`config.mk`:
```
export PLATFORM = sky130hd
export DESIGN_NAME = mac_accumulator
export DESIGN_NICKNAME = d
export VERILOG_FILES = /design/src/rtl/mac_accumulator.sv
export SDC_FILE = /design/constraint.sdc
export NUM_CORES = 1
export LEC_CHECK = 0
export CORE_MARGIN = 4
export CORE_UTILIZATION = 43
export CTS_CLUSTER_DIAMETER = 150
export DETAILED_ROUTE_END_ITERATION = 16
export PLACE_DENSITY = 0.85
export SLEW_MARGIN = 20
export SYNTH_ARGS = -nofsm -noshare
export SYNTH_HDL_FRONTEND = slang
export SYNTH_SLANG_ARGS = --single-unit
export TNS_END_PERCENT = 100
```
`constraint.sdc`:
```
create_clock -name clk -period 2.12 [get_ports clk]
set_input_delay 0.424 -clock clk [delete_from_list [all_inputs] [get_ports clk]]
set_output_delay 0.424 -clock clk [all_outputs]
set_load 0.01 [all_outputs]
```
`src/rtl/mac_accumulator.sv`:
```
// Multiply-accumulate back end: sums COUNT products over a valid/ready stream and holds the result until consumed.
// Optional build macro MAC_SATURATE_EN clamps the accumulator on carry-out instead of wrapping.
module mac_accumulator #(
  parameter int ACC_W = 10,
  parameter int COUNT = 4
) (
  input  logic             clk,
  input  logic             rst,
  input  logic             in_valid,
  output logic             in_ready,
  input  logic [7:0]       prod,
  input  logic             clr,
  output logic             out_valid,
  input  logic             out_ready,
  output logic [ACC_W-1:0] acc_out,
  output logic             overflow
);

  localparam int CNT_W = $clog2(COUNT + 1);
  localparam logic [CNT_W-1:0] LAST_CNT = CNT_W'(COUNT - 1);
  localparam logic [CNT_W-1:0] CNT_ONE  = CNT_W'(1);
  localparam logic [CNT_W-1:0] CNT_ZERO = CNT_W'(0);
  localparam logic [ACC_W-1:0] ACC_ZERO = {ACC_W{1'b0}};
  localparam logic [ACC_W-1:0] ACC_MAX  = {ACC_W{1'b1}};

  typedef enum logic [1:0] {
    IDLE  = 2'd0,
    ACCUM = 2'd1,
    HOLD  = 2'd2
  } state_t;

  state_t           state_r;
  logic [CNT_W-1:0] count_r;
  logic [ACC_W-1:0] acc_r;
  logic             ovf_r;
  logic             out_valid_r;
  logic [ACC_W:0]   next_s;

  // Returns {carry, new accumulator}; the carry bit drives the sticky overflow flag.
  function automatic logic [ACC_W:0] add_beat(input logic [ACC_W-1:0] acc,
                                               input logic [7:0]       p);
    logic [ACC_W:0] sum;
    sum = {1'b0, acc} + {{(ACC_W - 7){1'b0}}, p};
`ifdef MAC_SATURATE_EN
    if (sum[ACC_W]) begin
      sum = {1'b1, ACC_MAX};
    end else begin
      sum = sum;
    end
`endif
    return sum;
  endfunction

  // Candidate accumulator value for a beat accepted this cycle.
  always_comb begin
    next_s = add_beat(acc_r, prod);
  end

  // Accumulation FSM: rst over clr over handshakes; HOLD freezes the result until transfer.
  always_ff @(posedge clk) begin
    if (rst) begin
      state_r     <= IDLE;
      count_r     <= CNT_ZERO;
      acc_r       <= ACC_ZERO;
      ovf_r       <= 1'b0;
      out_valid_r <= 1'b0;
    end else if (clr) begin
      state_r     <= IDLE;
      count_r     <= CNT_ZERO;
      acc_r       <= ACC_ZERO;
      ovf_r       <= 1'b0;
      out_valid_r <= 1'b0;
    end else begin
      case (state_r)
        IDLE, ACCUM: begin
          if (in_valid) begin
            acc_r   <= next_s[ACC_W-1:0];
            ovf_r   <= ovf_r | next_s[ACC_W];
            count_r <= count_r + CNT_ONE;
            if (count_r == LAST_CNT) begin
              state_r     <= HOLD;
              out_valid_r <= 1'b1;
            end else begin
              state_r     <= ACCUM;
              out_valid_r <= 1'b0;
            end
          end else begin
            state_r <= state_r;
          end
        end
        HOLD: begin
          if (out_ready) begin
            state_r     <= IDLE;
            count_r     <= CNT_ZERO;
            acc_r       <= ACC_ZERO;
            ovf_r       <= 1'b0;
            out_valid_r <= 1'b0;
          end else begin
            state_r <= HOLD;
          end
        end
        default: begin
          state_r     <= IDLE;
          count_r     <= CNT_ZERO;
          acc_r       <= ACC_ZERO;
          ovf_r       <= 1'b0;
          out_valid_r <= 1'b0;
        end
      endcase
    end
  end

  // in_ready is a pure state decode, so HOLD blocks new beats including the transfer cycle.
  assign in_ready  = (state_r != HOLD);
  assign out_valid = out_valid_r;
  assign acc_out   = acc_r;
  assign overflow  = ovf_r;

endmodule
```
Figure 1. Cell outlines without signal wires (run 1).
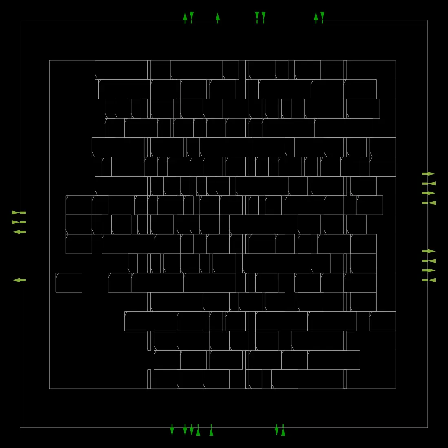
final non-filler cell total: 177
# rows: 17

Figure 2. Cells by drive strength (run 1).
Scale: 8 px per um.
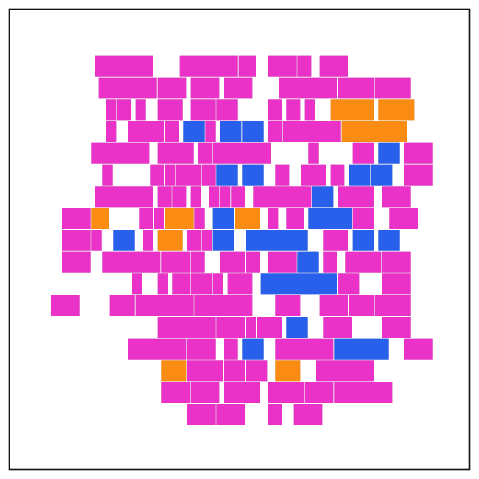
Key: blue = drive 3 to 4 [cells 21]; orange = drive 2 [cells 9]; magenta = drive 1 or less [cells 119]
Area Growth Syn to Fin: 38.71%
number of non-clock buffers in the layout: 39
Final WS setup: 0.1077 ns

Figure 3. Port wiring (run 1).
Scale: 4 px per um.
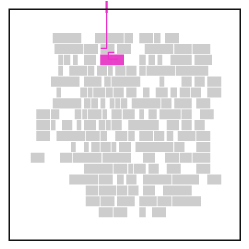
Key: magenta = `out_ready` [bits 1, direction input, edge top, end cells 2, buffers 1, wire 16.1 um]
port buffer count: 25
I/O pin cnt: 26

==> flow_metrics.env, run 1 <==
# physical design summary
export IMPL_status="completed"
export IMPL_synth_top_cell_by_count="dfxtp_1"
export IMPL_wl_per_cell_um=13.46
export IMPL_hold_class="register to register"
export IMPL_worst_slew_pin_slew_ns=0.3917
export IMPL_first_pass_iters=4
export IMPL_postSynthSeqShare_pct=32.50
export IMPL_placed_cells=172
export IMPL_netlist_area_mm2=0.001047
export IMPL_critical_path_class="primary input to register"
export IMPL_yosys_area_top_type_share_pct=32.50
export IMPL_cp_max_fo=3
export IMPL_floorplan_nets=134
export IMPL_cts_tree="done"
export IMPL_comb_area_um2=685.7
export IMPL_antenna_left=0
export IMPL_use_met2_pct=30.00
export IMPL_fin_crit_sh_pct=94.92
export IMPL_min_period_ns=2.012
export IMPL_grt_busiest_layer="met2"
export IMPL_ys_cells=110
export IMPL_core_mm2=0.002255
export IMPL_hold_viol_final=0
export IMPL_fp_util_pct=46.45
export IMPL_grt_pass1_vias=953
export IMPL_cts_path_max_buffers=2
export IMPL_fin_skew_ns=0.0005001
export IMPL_cts_sinks=17
export IMPL_drcViolationCount=0
export IMPL_ys_flops=17
export IMPL_drt_iter0_markers=25
export IMPL_cp_arrival_ns=2.19
export IMPL_p_total_mw=0.6788
export IMPL_grt_use_total_pct=14.96
export IMPL_gr_total_overflow=0
export IMPL_drive_gt1_share_pct=20.13
export IMPL_finalNetCount=174
export IMPL_vias=957
export IMPL_edf_count=0
export IMPL_postSynthAreaPerCell_um2=9.520
export IMPL_cp_slowest_stage_delay_ns=0.45
export IMPL_grt_use_met1_pct=15.84
export IMPL_synthCells=110
export IMPL_synth_area_leader_cell="dfxtp_1"
export IMPL_vias_per_cell=5.407
export IMPL_setup_viol=0
export IMPL_clockRootBuffer="clkbuf_4"
export IMPL_grt_pass1_wl_um=4002
export IMPL_worstPathCellList="clkdlybuf4s50_1 -> ha_1 -> a211oi_2 -> o21bai_4 -> o31ai_4 -> xnor2_1 -> a32o_1"
export IMPL_ys_types=38
export IMPL_synthArstFlopShare_pct=0
export IMPL_timing_hold_ws_ns=0.4661
export IMPL_place_gp_congestion=0.7971
export IMPL_dieArea_mm2=0.003289
export IMPL_top_cells_by_area="dfxtp_1, ha_1, a21oi_1, a32o_1, nor2_1"
export IMPL_pwr_density_cell_mw_per_mm2=467.3
export IMPL_hold_buffers=0
export IMPL_clock_latency_ns=0.28
export IMPL_maxCapViolCount=0
export IMPL_fillers=191
export IMPL_vdd_drop_max_mv=0.3125
export IMPL_place_area_mm2=0.001390
export IMPL_synth_main_ff_cell="dfxtp_1"
export IMPL_grtUsageMet3_pct=1.357
export IMPL_drt_wl_total_um=2383
export IMPL_fmax_ghz=0.4969
export IMPL_cts_htree_levels=1
export IMPL_worst_setup_path_start_kind="primary input"
export IMPL_p_leak_nw=0.5999
export IMPL_antenna_found_initial=0
export IMPL_relSlewSlack_pct=73.21
export IMPL_crit_path_end_kind="register"
export IMPL_rsz0062_at_grt="no"
export IMPL_cts_clk_slew_worst_paths_ns=0.10
export IMPL_seq_area_um2=340.3
export IMPL_stdcell_area_mm2=0.001453
export IMPL_yosysWarnings=0
export IMPL_fp_dieW_um=57.35
export IMPL_diodes=0
export IMPL_crit_required_ns=2.30
export IMPL_ys_area_mm2=0.001047
export IMPL_warning_count=26
export IMPL_maxSlewViolCount=0
export IMPL_crit_slowest_cell="clkdlybuf4s50_1"
export IMPL_dieHeight_um=57.35
export IMPL_ys_top_cells_by_count="dfxtp_1, nor2_1, a21oi_1, ha_1, nand2_1"
export IMPL_dp_hpwl_um=1928
export IMPL_grt_max_degree=14
export IMPL_cts_buffers=3
run 1: state kept, by name (all words and copies together) (netlist names):
name	count
acc_out	10
count_r	3
out_valid	1
overflow	1
state_r	2
run 1: routing by layer:
metal	share of wire (%)	wire [um]
met1	42	1007
met2	52	1232
met3	4.6	109
met4	1.4	34
met5	0	0
run 1: power by group:
part | internal, mW | leakage (nW) | switching, mW
clock | 0.0730 | 0.0150 | 0.0975
combinational | 0.0946 | 0.447 | 0.0776
sequential | 0.328 | 0.138 | 0.00777
run 1: layout make-up:
type,instances,area share [%]
Clock buffer,4,1.809
Timing Repair Buffer,39,24.63
Sequential cell,17,23.43
Multi-Input combinational cell,87,47.20
Inverter,2,0.5168
Tap cell,28,2.412
run 1: worst paths after layout:
check	start	endpoint	slack [ns]	depth (start not counted)
min reg2reg	count_r[1]	count_r[1]	0.47	2
min	count_r[1]	count_r[1]	0.47	2
max reg2reg	acc_out[0]	acc_out[8]	0.22	6
max	prod[1]	acc_out[7]	0.11	7
run 1: critical path: cells and delay by family:
kind	cells	cell delay (ns)
AND-OR/OR-AND	4	0.87
buffers and inverters	1	0.45
adder cells (fa/ha/maj)	1	0.35
XOR/XNOR	1	0.11
run 1: placed cells by master (no fill, tap or decap), types with 2 or more instances in the layout:
cell | netlist | routed
dfxtp_1 | 17 | 17
a21oi_1 | 11 | 11
nand2_1 | 6 | 6
clkdlybuf4s50_1 | 0 | 24
xnor2_1 | 5 | 5
xor2_1 | 2 | 2
nand3_1 | 4 | 4
a21o_1 | 4 | 4
inv_1 | 2 | 2
a32o_1 | 5 | 5
clkbuf_4 | 0 | 3
nor2_1 | 12 | 12
ha_1 | 10 | 9
nor3_1 | 4 | 4
o21ai_2 | 1 | 2
o21ai_0 | 2 | 2
buf_4 | 1 | 14
run 1: kinds of logic (layout without fill, tap and decap cells):
family | after synthesis | after routing | synth area share [%]
flip-flops | 17 | 17 | 32.50
XOR/XNOR | 7 | 7 | 5.854
buffers and inverters | 6 | 45 | 4.540
adder cells (fa/ha/maj) | 11 | 11 | 13.86
AND/OR/NAND/NOR | 34 | 34 | 16.25
AND-OR/OR-AND | 35 | 35 | 27.00
run 1: metrics by stage:
stage          utilization, %  worst slack [ns]  TNS, ns
2_1_floorplan               -            0.1090        0
3_3_place_gp            61.65           -0.3382   -1.176
3_5_place_dp            61.65           -0.3779   -1.567
4_1_cts                 63.60           0.03843        0
5_1_grt                 64.43           0.06971        0
6_report                64.43            0.1077        0
run 1: timing repair:
action | 4_1_cts | 5_1_grt
resized | 3 | 3
pin swaps | 3 | 6
buffers inserted | 0 | 1
hold endpoints to repair | 0 | 0
gates cloned | 0 | 0
endpoints found under the setup margin | 2 | 2
## Run 2: what changed since run 1
--- a/config.mk
+++ b/config.mk
@@ -9,7 +9,7 @@
 export CORE_UTILIZATION = 43
 export CTS_CLUSTER_DIAMETER = 150
 export DETAILED_ROUTE_END_ITERATION = 16
-export PLACE_DENSITY = 0.85
+export PLACE_DENSITY = 0.73
 export SLEW_MARGIN = 20
 export SYNTH_ARGS = -nofsm -noshare
 export SYNTH_HDL_FRONTEND = slang
Figure 4. Cells by drive strength (run 2).
Scale: 8 px per um.
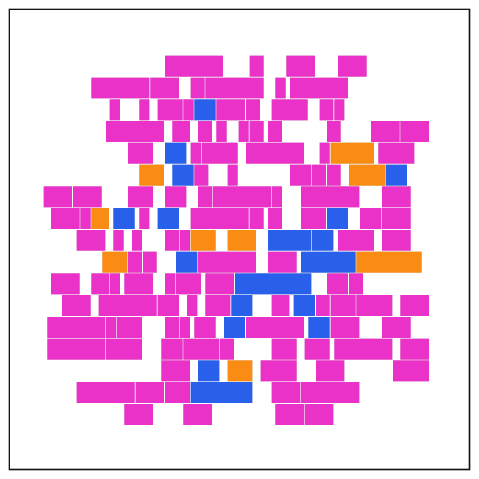
Key: blue = drive 3 to 4 [cells 18]; orange = drive 2 [cells 9]; magenta = drive 1 or less [cells 119]
Final WS setup: 0.07341 ns
number of non-clock buffers in the layout: 36
post-route cell area: 0.001428 mm^2

==> run 2 against run 1 <==
- clock skew increased by 0.0031 ns
- sequential share of layout area increased by 0.41 points
- hold slack improved by 0.0032 ns
- utilization decreased by 1.1 points
- sequential cell count unchanged
- wire length increased by 0.63%
- global-route usage increased by 1.4 points
- design area decreased by 1.7%
- count of clock-buffer cells in the layout unchanged
- setup slack got worse by 0.034 ns
- total power increased by 0.20%
- largest cell class unchanged
- largest power group unchanged
- highest routed layer unchanged
==> flow_metrics.env, run 2 <==
# physical design summary
export IMPL_status="completed"
export IMPL_warning_count=26
export IMPL_cts_clk_slew_worst_paths_ns=0.10
export IMPL_cp_max_fo=3
export IMPL_worst_slew_pin_slew_ns=0.4414
export IMPL_cp_arrival_ns=2.24
export IMPL_final_cells=174
export IMPL_ys_area_mm2=0.001047
export IMPL_place_gp_congestion=0.8502
export IMPL_reg2reg_from="acc_out[0]"
export IMPL_dp_hpwl_um=1770
export IMPL_ys_top_cells_by_count="dfxtp_1, nor2_1, a21oi_1, ha_1, nand2_1"
export IMPL_worstPathCellList="clkdlybuf4s50_1 -> ha_2 -> fa_2 -> a21o_4 -> a221oi_4 -> o21ai_2 -> a31o_2"
export IMPL_dieHeight_um=57.35
export IMPL_ys_flops=17
export IMPL_placed_cells=170
export IMPL_synthArstFlopShare_pct=0
export IMPL_p_total_mw=0.6802
export IMPL_hold_buffers=0
export IMPL_p_leak_nw=0.5757
export IMPL_postSynthAreaPerCell_um2=9.520
export IMPL_hold_viol_final=0
export IMPL_most_common_layout_cells="clkdlybuf4s50_1, dfxtp_1, nor2_1, a21oi_1, buf_4"
export IMPL_edf_count=0
export IMPL_pwr_density_cell_mw_per_mm2=476.4
export IMPL_combPwrFrac_pct=24.6
export IMPL_crit_start="prod[0]"
export IMPL_critical_path_class="primary input to register"
export IMPL_hold_class="register to register"
export IMPL_place_ws_ns=-0.3767
export IMPL_floorplan_nets=134
export IMPL_cp_slowest_stage_delay_ns=0.41
export IMPL_gr_total_overflow=0
export IMPL_postSynthSeqShare_pct=32.50
export IMPL_maxSlewViolCount=0
export IMPL_vias_per_cell=5.523
export IMPL_swShare_pct=27.56
export IMPL_fmax_ghz=0.4886
export IMPL_diodes=0
export IMPL_tns_ns=0
export IMPL_yosys_area_top_type_share_pct=32.50
export IMPL_p_switching_mw=0.1875
export IMPL_crit_slowest_cell="clkdlybuf4s50_1"
export IMPL_finalNetCount=171
export IMPL_seq_area_um2=340.3
export IMPL_area_delta_synth_final_pct=36.32
export IMPL_fin_skew_ns=0.003552
export IMPL_grt_max_degree=14
export IMPL_clock_latency_ns=0.29
export IMPL_hp_start="count_r[1]"
export IMPL_netlist_area_mm2=0.001047
export IMPL_relSlewSlack_pct=70.53
export IMPL_fp_util_pct=46.45
export IMPL_fillers=215
export IMPL_core_rowCount=17
export IMPL_core_mm2=0.002255
export IMPL_worst_setup_path_start_kind="primary input"
export IMPL_cts_sinks=17
export IMPL_cts_path_max_buffers=2
export IMPL_first_pass_iters=4
export IMPL_drive_gt1_share_pct=18.49
export IMPL_maxCapViolCount=0
export IMPL_crit_required_ns=2.31
export IMPL_min_period_ns=2.047
export IMPL_rsz0062_at_grt="no"
export IMPL_fp_dieW_um=57.35
export IMPL_ys_cells=110
export IMPL_timing_hold_ws_ns=0.4693
export IMPL_grt_pass1_vias=936
export IMPL_cts_htree_levels=1
Figure 5. Wiring by layer (run 2).
Scale: 8 px per um. Only two layers are drawn.
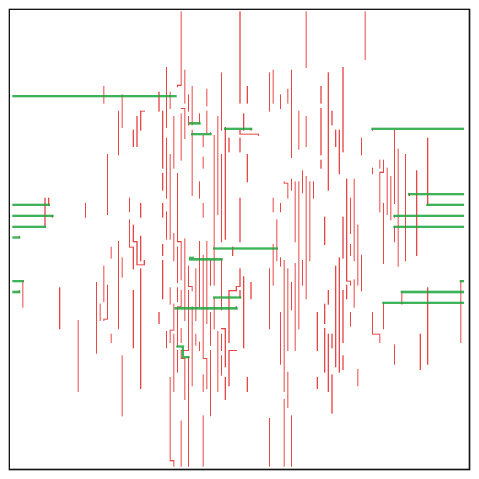
Key: green = met3 [wire length 125 um]; red = met2 [wire length 1080 um]
WL/cell: 13.78 um
Routed WL: 2398 um
total track usage: 16.31%
vias: 961

run 2: cell counts after synthesis:
No cell type changed its count.
run 2: layout make-up:
cell class | count | area share, %
sequential | 17 | 23.84
multi-input combinational | 87 | 48.03
timing repair buffer | 36 | 23.31
clock buffer | 4 | 1.840
tap | 28 | 2.454
inverter | 2 | 0.5259
run 2: repair_timing:
action / 4_1_cts / 5_1_grt
setup endpoints to repair: 2 / 3
resized: 3 / 2
buffers inserted: 0 / 0
pin swaps: 2 / 1
hold endpoints to repair: 0 / 0
run 2: kinds of logic (layout without fill, tap and decap cells):
group | count (synthesis) | count (layout) | share of synthesized area [%]
and+or+nand+nor | 34 | 34 | 16.25
adders and majority gates | 11 | 11 | 13.86
xor gates and xnor gates | 7 | 7 | 5.854
DFF | 17 | 17 | 32.50
AOI/OAI and AO/OA | 35 | 35 | 27.00
buffers and inverters | 6 | 42 | 4.540
run 2: final timing paths:
path	slack, ns	cells past startpoint	end
hold reg to reg	0.47	2	count_r[1]
setup / recovery	0.07	7	acc_out[8]
hold / removal	0.47	2	count_r[1]
setup reg to reg	0.29	6	acc_out[8]
run 2: power by group through the flow:
stage	logic (mW)	clock network [mW]	registers [mW]
5_1_grt	0.183	0.190	0.338
2_1_floorplan	0.0915	0	0.345
3_5_place_dp	0.160	0	0.343
4_1_cts	0.165	0.176	0.336
6_report	0.167	0.177	0.336
3_3_place_gp	0.157	0	0.343
run 2: worst register-to-register path, cell delays in order, from the launching register on:
cell	delay [ns]
dfxtp_1	0.34
ha_2	0.19
fa_2	0.36
a21o_4	0.24
a221oi_4	0.27
o21ai_2	0.11
a31o_2	0.23
run 2: metrics by stage:
stage,util [%],instance area (um^2)
6_report,63.32,1428
5_1_grt,63.32,1428
4_1_cts,62.93,1419
3_5_place_dp,60.99,1375
3_3_place_gp,60.99,1375
2_1_floorplan,-,1047
run 2: metal layers:
layer	vias up	routed length [um]	global-route usage, %
met4	0	43	7.947
met3	4	125	4.299
met2	28	1078	25.97
met1	446	1151	20.28
li1	483	-	-
met5	-	0	0
No activity file was given, so power comes from the tool's default toggle rates.
